## src/rtl/fusion_dot_ctrl.sv

```systemverilog
// Dot-product sequencer for one combinational fusion_unit: streams operand pairs
// into registered fu_* inputs and sums each psum_fwd into an ACC_W-bit accumulator.
module fusion_dot_ctrl #(
  parameter int ACC_W = 32,
  parameter int LEN_W = 10
) (
  input  logic             clk_i,
  input  logic             rst_i,
  input  logic             start_i,
  input  logic [3:0]       cfg_in_width_i,
  input  logic [3:0]       cfg_weight_width_i,
  input  logic             cfg_s_in_i,
  input  logic             cfg_s_weight_i,
  input  logic [LEN_W-1:0] cfg_len_i,
  output logic             busy_o,
  output logic             cfg_err_o,
  input  logic             op_valid_i,
  output logic             op_ready_o,
  input  logic [7:0]       op_in_i,
  input  logic [7:0]       op_weight_i,
  output logic [7:0]       fu_in_o,
  output logic [7:0]       fu_weight_o,
  output logic [3:0]       fu_in_width_o,
  output logic [3:0]       fu_weight_width_o,
  output logic             fu_s_in_o,
  output logic             fu_s_weight_o,
  input  logic [15:0]      fu_psum_i,
  output logic             res_valid_o,
  input  logic             res_ready_i,
  output logic [ACC_W-1:0] res_data_o
);

  // state | meaning
  // IDLE  | waiting for a start with legal widths
  // RUN   | accepting operand pairs, accumulating the previous pair's psum
  // DRAIN | last pair sits in fu_*; its psum is added this cycle
  // DONE  | result held on res_data until the consumer takes it
  typedef enum logic [1:0] {IDLE, RUN, DRAIN, DONE} state_t;

  state_t             state_q, state_d;
  logic [ACC_W-1:0]   acc_q, acc_d;
  logic [LEN_W-1:0]   count_q, count_d;
  logic [LEN_W-1:0]   len_q, len_d;
  logic               pipe_v_q, pipe_v_d;
  logic               cfg_err_q, cfg_err_d;
  logic [7:0]         fu_in_q, fu_in_d;
  logic [7:0]         fu_weight_q, fu_weight_d;
  logic [3:0]         fu_in_width_q, fu_in_width_d;
  logic [3:0]         fu_weight_width_q, fu_weight_width_d;
  logic               fu_s_in_q, fu_s_in_d;
  logic               fu_s_weight_q, fu_s_weight_d;

  logic               start_ok;
  logic               hs;
  logic [LEN_W-1:0]   count_inc;
  logic [ACC_W-1:0]   psum_ext;

  function automatic logic width_ok(input logic [3:0] w);
    return (w == 4'd2) || (w == 4'd4) || (w == 4'd8);
  endfunction

  assign start_ok  = width_ok(cfg_in_width_i) && width_ok(cfg_weight_width_i);
  assign hs        = (state_q == RUN) && op_valid_i;
  assign count_inc = count_q + LEN_W'(1);
  // psum is signed whenever either operand is signed
  assign psum_ext  = (fu_s_in_q | fu_s_weight_q) ? ACC_W'($signed(fu_psum_i))
                                                 : ACC_W'(fu_psum_i);

  always_comb begin
    state_d           = state_q;
    acc_d             = acc_q;
    count_d           = count_q;
    len_d             = len_q;
    pipe_v_d          = 1'b0;
    cfg_err_d         = 1'b0;
    fu_in_d           = fu_in_q;
    fu_weight_d       = fu_weight_q;
    fu_in_width_d     = fu_in_width_q;
    fu_weight_width_d = fu_weight_width_q;
    fu_s_in_d         = fu_s_in_q;
    fu_s_weight_d     = fu_s_weight_q;

    if (pipe_v_q) acc_d = acc_q + psum_ext;

    case (state_q)
      IDLE: begin
        if (start_i) begin
          if (start_ok) begin
            fu_in_width_d     = cfg_in_width_i;
            fu_weight_width_d = cfg_weight_width_i;
            fu_s_in_d         = cfg_s_in_i;
            fu_s_weight_d     = cfg_s_weight_i;
            acc_d             = '0;
            count_d           = '0;
            len_d             = cfg_len_i;
            state_d           = (cfg_len_i == '0) ? DONE : RUN;
          end else begin
            cfg_err_d = 1'b1;
          end
        end
      end
      RUN: begin
        if (hs) begin
          fu_in_d     = op_in_i;
          fu_weight_d = op_weight_i;
          pipe_v_d    = 1'b1;
          count_d     = count_inc;
          if (count_inc == len_q) state_d = DRAIN;
        end
      end
      DRAIN:   state_d = DONE;
      DONE:    if (res_ready_i) state_d = IDLE;
      default: state_d = IDLE;
    endcase
  end

  always_ff @(posedge clk_i or posedge rst_i) begin
    if (rst_i) begin
      state_q           <= IDLE;
      acc_q             <= '0;
      count_q           <= '0;
      len_q             <= '0;
      pipe_v_q          <= 1'b0;
      cfg_err_q         <= 1'b0;
      fu_in_q           <= '0;
      fu_weight_q       <= '0;
      fu_in_width_q     <= 4'd8;
      fu_weight_width_q <= 4'd8;
      fu_s_in_q         <= 1'b0;
      fu_s_weight_q     <= 1'b0;
    end else begin
      state_q           <= state_d;
      acc_q             <= acc_d;
      count_q           <= count_d;
      len_q             <= len_d;
      pipe_v_q          <= pipe_v_d;
      cfg_err_q         <= cfg_err_d;
      fu_in_q           <= fu_in_d;
      fu_weight_q       <= fu_weight_d;
      fu_in_width_q     <= fu_in_width_d;
      fu_weight_width_q <= fu_weight_width_d;
      fu_s_in_q         <= fu_s_in_d;
      fu_s_weight_q     <= fu_s_weight_d;
    end
  end

  assign busy_o            = (state_q != IDLE);
  assign op_ready_o        = (state_q == RUN);
  assign res_valid_o       = (state_q == DONE);
  assign res_data_o        = acc_q;
  assign cfg_err_o         = cfg_err_q;
  assign fu_in_o           = fu_in_q;
  assign fu_weight_o       = fu_weight_q;
  assign fu_in_width_o     = fu_in_width_q;
  assign fu_weight_width_o = fu_weight_width_q;
  assign fu_s_in_o         = fu_s_in_q;
  assign fu_s_weight_o     = fu_s_weight_q;

endmodule

```

## config.mk

```make
export PLATFORM = sky130hd
export DESIGN_NAME = fusion_dot_ctrl
export DESIGN_NICKNAME = d
export VERILOG_FILES = /design/src/rtl/fusion_dot_ctrl.sv
export SDC_FILE = /design/constraint.sdc
export NUM_CORES = 1
export LEC_CHECK = 0
export CAP_MARGIN = 5
export CORE_MARGIN = 2
export CORE_UTILIZATION = 48
export CTS_BUF_LIST = sky130_fd_sc_hd__clkbuf_2 sky130_fd_sc_hd__clkbuf_4 sky130_fd_sc_hd__clkbuf_8
export DETAILED_ROUTE_END_ITERATION = 7
export HOLD_SLACK_MARGIN = 0.05
export PLACE_DENSITY = 0.85
export RECOVER_POWER = 50
export SKIP_CTS_REPAIR_TIMING = 1
export SLEW_MARGIN = 20
export SYNTH_ARGS = -nofsm -noshare
export SYNTH_HDL_FRONTEND = slang
export SYNTH_SLANG_ARGS = --single-unit
```

## constraint.sdc

```tcl
create_clock -name clk_i -period 3.05 [get_ports clk_i]
set_input_delay 0.61 -clock clk_i [delete_from_list [all_inputs] [get_ports clk_i]]
set_output_delay 0.61 -clock clk_i [all_outputs]
set_load 0.1 [all_outputs]
```

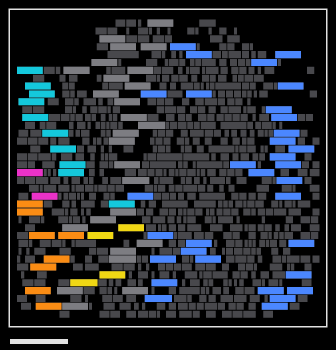
registers.png
Bar = 20 µm. Other sequential cells in the stronger gray, the rest of the logic in the fainter gray.
signal	color	flops
`fu_in_o`	orange	8
`len_q`	cyan	10
`fu_weight_width_o`	yellow	4
`res_data_o`	blue	32
`state_q`	magenta	2
not colored	26

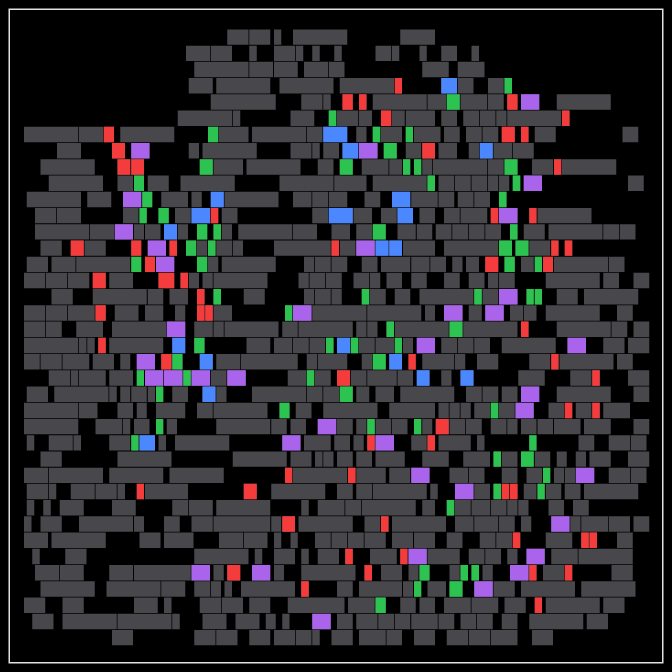
gate_families.png
family	color	cells
NAND gates	green	69
NOR gates	red	64
AND and OR gates	blue	20
XOR/XNOR gates	purple	38

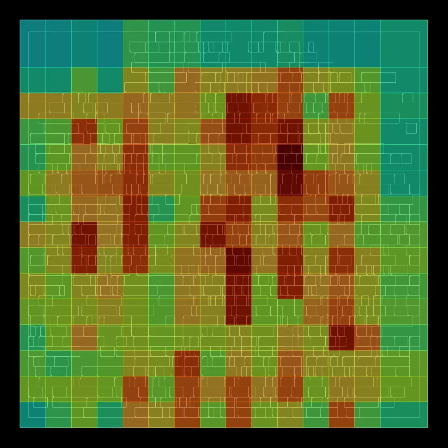
final_congestion.png
GR met3 Demand/Resource: 5.32%
met2 Use GR: 45.1%
met1 Resource Use GR: 31.6%

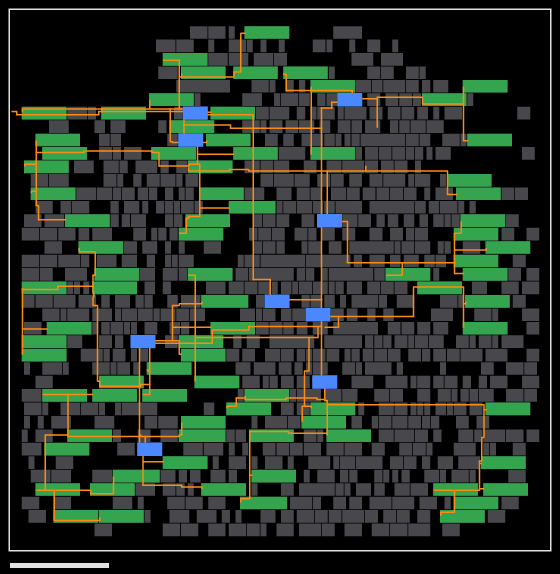
clock_map.png
Bar = 20 µm.
[cells driving clock nets] blue | count: 9
[flip-flops] green | count: 82
[clock wires] orange | length: 1160 µm
flops lie	all over the die
routed clock nets	10

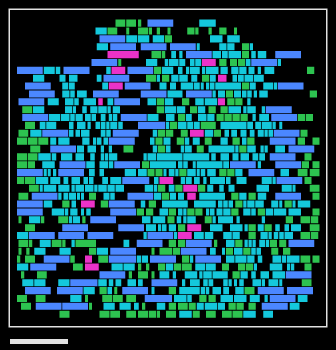
cell_classes.png
Bar = 20 µm.
class	color	cells
all other logic	cyan	439
flip-flops	blue	82
clock drivers and dummy loads	magenta	16
other buffers and delay cells	green	208

==> summary.txt <==
Status on the layout run. The run finished with clean final reports. In the final routed layout, each cell accounts on average for 17.3 µm. Number of antenna diodes landed at 0.

Post-layout minimum cycle time landed at 2.96 ns. Measured against the total synthesized area, the mux share comes to 11.7%. The main area contributors are dfrtp_1, ha_1, mux2_2, mux2i_1, xnor2_1.

The worst setup path is captured at a register. The pre-antenna-repair detailed-routing pass consisted of 5 iterations. The commonest cells after synthesis are dfrtp_1, nand2_1, nor2_1.

Maximum number of pins on one net before global-route repair landed at 44. Share of post-route cells with drive strength above 1 landed at 29.3%. Estimated wirelength of the detail-placed design landed at 11700 µm.

Number of cells in Yosys stat landed at 544. First-pass GRT wire length landed at 24100 µm. Overall routing resource usage landed at 25.8%. Per the post-run analysis, buffers plus inverters along the critical path come to 1. The worst setup path is of the reg2reg kind. At the floorplan stage, the core utilization is reported as 49.1%. Summing the areas of all xor and xnor instances in the mapped netlist gives 6.26% of the synthesized area.

Count of library flops with an enable pin landed at 0. Count of fill cells added during filler insertion landed at 843. The most critical min-delay path falls under reg2reg.

Counting stages on the worst path, the most repeated cell is or3_1. The flow reports an fmax of 338 MHz.
worst max-delay path by stage:
| stage | startpoint | endpoint |
|---|---|---|
| floorplan | res_data_o[12] | res_data_o[31] |
| global placement | fu_psum_i[15] | res_data_o[30] |
| detailed placement | fu_psum_i[0] | res_data_o[30] |
| CTS | fu_psum_i[0] | res_data_o[30] |
| global route | fu_s_weight_o | res_data_o[30] |
| finish | fu_s_weight_o | res_data_o[30] |
kinds of logic (layout without fill, tap and decap cells):
kind of cell | Yosys count | after routing
DFF | 82 | 82
buffers and inverters | 34 | 235
xor gates and xnor gates | 38 | 38
and+or+nand+nor | 153 | 153
adders and majority gates | 38 | 38
muxes | 58 | 58
AOI/OAI and AO/OA | 141 | 141
state kept, by name (all words and copies together) (netlist names):
| register | count |
|---|---|
| cfg_err_o | 1 |
| count_q | 10 |
| fu_in_o | 8 |
| fu_in_width_o | 4 |
| fu_s_in_o | 1 |
| fu_s_weight_o | 1 |
| fu_weight_o | 8 |
| fu_weight_width_o | 4 |
| len_q | 10 |
| pipe_v_q | 1 |
| res_data_o | 32 |
| state_q | 2 |
final cells by class:
type,count,area (µm²),area share (%)
multi-input cells,428,3280,44.5
flip-flops and latches,82,2060,27.9
repair buffers,208,1610,21.8
well taps,140,175,2.38
clock buffers,11,145,1.97
clock inverters,5,60.1,0.815
inverters,11,47.5,0.645
cell usage in the layout (no fill, tap or decap), types with 4 or more instances in the layout:
master           count
o22ai_1              7
nand2b_1             6
nor4_1               4
a211oi_1             6
or3_1                4
clkbuf_8            10
o211ai_1             4
xor2_1              17
a21o_1              15
clkdlybuf4s50_1     54
mux2_2              34
buf_4              119
o21ai_0             27
nand3_1             14
ha_1                28
o31ai_1              7
nand4_1              7
dfrtp_1             77
xnor2_1             21
inv_1                9
a31oi_1              4
and3_2               4
nor2b_1              8
and3_1               7
nand2_1             42
nor3_1               9
clkbuf_1            30
ha_4                 9
nor2_1              41
o21ai_2              4
a21oi_1             31
mux2i_1             24
o21ai_1              4
per-stage QoR:
step,instances,hold slack [ns]
2_1_floorplan,544,0.468
3_3_place_gp,866,0.483
3_5_place_dp,866,0.498
4_1_cts,882,0.492
5_1_grt,885,0.533
6_report,885,0.512
worst reg2reg max path, stage by stage (launching register included):
cell and delay (ns):
dfrtp_2 0.43, o21ai_2 0.23, clkinv_4 0.20, ha_4 0.35, nand4_1 0.13, or3_1 0.35
or3_1 0.39, o2111ai_2 0.32, a41oi_2 0.18, xor2_1 0.17, o22ai_1 0.10
per-layer routing:
metal / up-vias / GRT usage (%) / wire [µm]
met5: - / 0 / 0
met2: 198 / 45.1 / 7720
met4: 0 / 8.59 / 360
met3: 33 / 5.32 / 1030
li1: 2389 / - / -
met1: 2435 / 31.6 / 6240
